File: src/rtl/wb_write_arbiter.sv
// Register-file write-port arbiter: merges pipeline writeback with buffered
// long-latency results, squashing stale queued writes on a same-register ALU write.
module wb_write_arbiter #(
    parameter int DEPTH = 4,
    parameter int DW    = 64,
    parameter int AW    = 5
) (
    input  logic                       clk,
    input  logic                       reset,
    input  logic                       alu_we,
    input  logic [AW-1:0]              alu_wa,
    input  logic [DW-1:0]              alu_wd,
    input  logic                       lng_valid,
    output logic                       lng_ready,
    input  logic [AW-1:0]              lng_wa,
    input  logic [DW-1:0]              lng_wd,
    output logic                       we3,
    output logic [AW-1:0]              wa3,
    output logic [DW-1:0]              wd3,
    output logic [31:0]                busy,
    output logic [$clog2(DEPTH+1)-1:0] fifo_count
);

    localparam int PW = $clog2(DEPTH);
    localparam int CW = $clog2(DEPTH+1);
    localparam logic [AW-1:0] XZR = AW'(31);

    logic [DEPTH-1:0] live;
    logic [AW-1:0]    wa_mem [DEPTH];
    logic [DW-1:0]    wd_mem [DEPTH];
    logic [PW-1:0]    rd_ptr, wr_ptr;
    logic [CW-1:0]    count;

    logic alu_take, push, pop;

    assign lng_ready  = !reset && (count != CW'(DEPTH));
    assign alu_take   = alu_we && (alu_wa != XZR);
    assign push       = lng_valid && lng_ready && (lng_wa != XZR);
    assign pop        = !alu_take && (count != '0);
    assign fifo_count = count;

    // NOTE: always_comb outputs get a default first so no path leaves them unassigned (no latch).
    always_comb begin
        busy = '0;
        for (int i = 0; i < DEPTH; i++) begin
            if (live[i]) busy[wa_mem[i]] = 1'b1;
        end
        busy[31] = 1'b0;
    end

    // NOTE: sequential state uses non-blocking assignments so every register samples pre-edge values.
    always_ff @(posedge clk or posedge reset) begin
        if (reset) begin
            live   <= '0;
            rd_ptr <= '0;
            wr_ptr <= '0;
            count  <= '0;
            we3    <= 1'b0;
            wa3    <= '0;
            wd3    <= '0;
        end else begin
            // Kill older queued writes to the register the ALU overwrites now;
            // a same-edge push is younger, so its set below takes precedence.
            for (int i = 0; i < DEPTH; i++) begin
                if (alu_take && (wa_mem[i] == alu_wa)) live[i] <= 1'b0;
            end

            if (alu_take) begin
                we3 <= 1'b1;
                wa3 <= alu_wa;
                wd3 <= alu_wd;
            end else if (pop) begin
                we3          <= live[rd_ptr];
                wa3          <= wa_mem[rd_ptr];
                wd3          <= wd_mem[rd_ptr];
                live[rd_ptr] <= 1'b0;
                rd_ptr       <= rd_ptr + 1'b1;
            end else begin
                we3 <= 1'b0;
            end

            if (push) begin
                live[wr_ptr] <= 1'b1;
                wr_ptr       <= wr_ptr + 1'b1;
            end

            case ({push, pop})
                2'b10:   count <= count + CW'(1);
                2'b01:   count <= count - CW'(1);
                default: count <= count;
            endcase
        end
    end

    // NOTE: payload storage has no reset; the live bits alone decide whether a slot means anything.
    always_ff @(posedge clk) begin
        if (push) begin
            wa_mem[wr_ptr] <= lng_wa;
            wd_mem[wr_ptr] <= lng_wd;
        end
    end

endmodule

File: config.mk
export PLATFORM = sky130hd
export DESIGN_NAME = wb_write_arbiter
export DESIGN_NICKNAME = d
export VERILOG_FILES = /design/src/rtl/wb_write_arbiter.sv
export SDC_FILE = /design/constraint.sdc
export NUM_CORES = 1
export LEC_CHECK = 0
export CAP_MARGIN = 20
export CORE_AREA = 2 2 190 192
export CTS_CLUSTER_DIAMETER = 150
export DETAILED_ROUTE_END_ITERATION = 16
export DIE_AREA = 0 0 192 194
export PLACE_DENSITY = 0.69
export SYNTH_ARGS = -nofsm -noshare
export SYNTH_HDL_FRONTEND = slang
export SYNTH_SLANG_ARGS = --single-unit
File: constraint.sdc
create_clock -name clk -period 2.9 [get_ports clk]
set_input_delay 0.58 -clock clk [delete_from_list [all_inputs] [get_ports clk]]
set_output_delay 0.58 -clock clk [all_outputs]
set_load 0.02 [all_outputs]
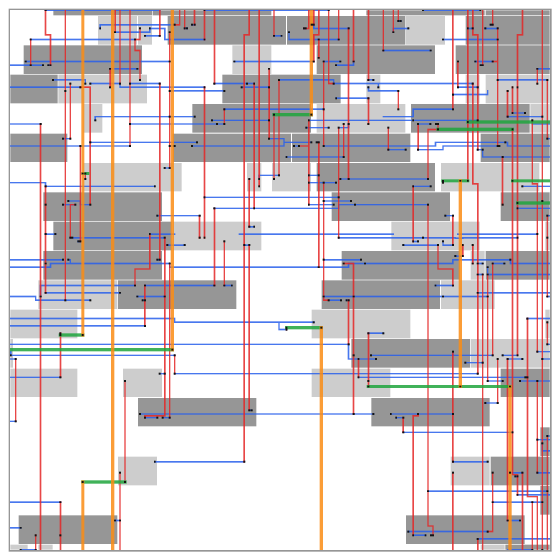
(zoomed window)
Region (71, 111) to (121, 161) µm. Cells in grey, sequential cells in the stronger grey; small squares are vias.
- orange: M4
- red: M2
- green: M3
- blue: M1
- netlist names of flops here include: wd_mem (25)
- most frequent: edfxtp_1 (26), clkdlybuf4s50_1 (7), mux4_2 (6)
- cells with their middle in the window: 56
- sequential cells in the window: 28

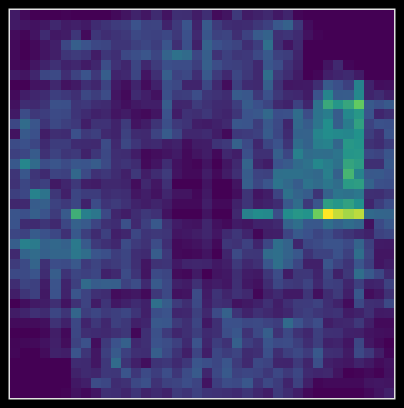
(signal metal coverage by tile)
Scale: 2 px per µm. The die is cut into 38 by 39 equal tiles; dark purple is low, yellow is high, scaled to the fullest tile. Values are wire area over tile area, all layers added.
- nearly empty tiles: 9.0%
- fullest tile: 1.0
- emptiest ninth of the die: middle
- mean over tiles: 0.17
Detailed Route WL: 38.1 mm
Total GRT Usage: 20.5%
total number of vias: 9720
WL/cell: 21.5 µm

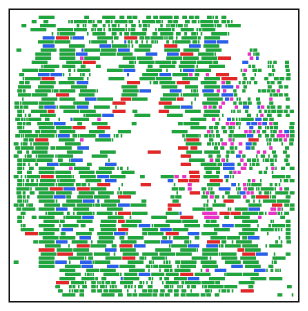
(sizing map)
Scale: 1.5 px per µm.
- magenta: x3 and x4 (cells 72)
- green: x1 and smaller (cells 1075)
- red: x6 and larger (cells 65)
- blue: x2 (cells 97)
P&R area growth vs syn: 31.5%
final non-filler cell area: 19700 µm²
Non-clk bufs: 319
min setup slack post-route: 0.117 ns

==> out/metrics.cfg <==
[yosys]
ys_seq_share_pct = 68.7
synth-edff-count = 276
yosysUniqueCellTypes = 44
ys_seq_elements = 357
synth-simple-area-share_pct = 9.06
top_area_share_pct = 55.2
synthArstFlopShare_pct = 22.7
synth_area_per_cell_um2 = 15.2
ys_sh_xor_pct = 1.46
syn-num-nets = 1143
synthTopCellsByCount = 276 x edfxtp_1, 156 x nand2_1, 86 x nor2_1, 81 x dfrtp_1
synth-adder-area-share_pct = 0.883

[final_timing]
period_needed_ns = 2.78
hold_viol_final = 0
setup-tns-final_ns = 0
setup_viol = 0

[finish]
diodes = 1
nFillCells = 2831
logic_gates = 554
clockNetworkAreaShare_pct = 6.38
most-common-layout-cells = 276 x edfxtp_1, 215 x clkdlybuf4s50_1, 156 x nand2_1
top_register = wd_mem
lay_top_count = edfxtp_1
layout.nonclk_buf_share_pct = 16.1
postLayoutCoreUtil_pct = 56.1
inv_count = 9

[power]
p_comb_share_pct = 31.5
p_int_mw = 11.9
p_total_mw = 17.3
swShare_pct = 30.8

[die]
nWellTaps = 461
ioPinCount = 248
die-area_um2 = 37200
fp_util_pct = 42.6
die_w_um = 192
fp.dieH_um = 194
rows = 69

[clocking]
cts-resized-gates = 44
cts_max_path_buffers = 3
clk_pin_slew_ns = 0.06
cts_inserted_buffers = 38
cts_tree = yes

[routing]
wl_met3_mm = 2.51
ant_nets = 0
drc = 0
wl_met2_mm = 18.8
dr.pass1.iters = 5
drtIter0Drc = 549
vias_per_cell = 5.49

[global_route]
grt_use_met1_pct = 27.2
grt_pass1_wl_mm = 58.3
busiest_layer = met2
use_met2_pct = 34.4
grt_pass1_vias = 10100

[status]
status = finished, final reports clean

[worst_setup_path]
crit_arrival_ns = 2.20
r2r-end = fifo_count[2]

[job]
cap_violations = 0

[place]
dp.final_hpwl_mm = 24.7

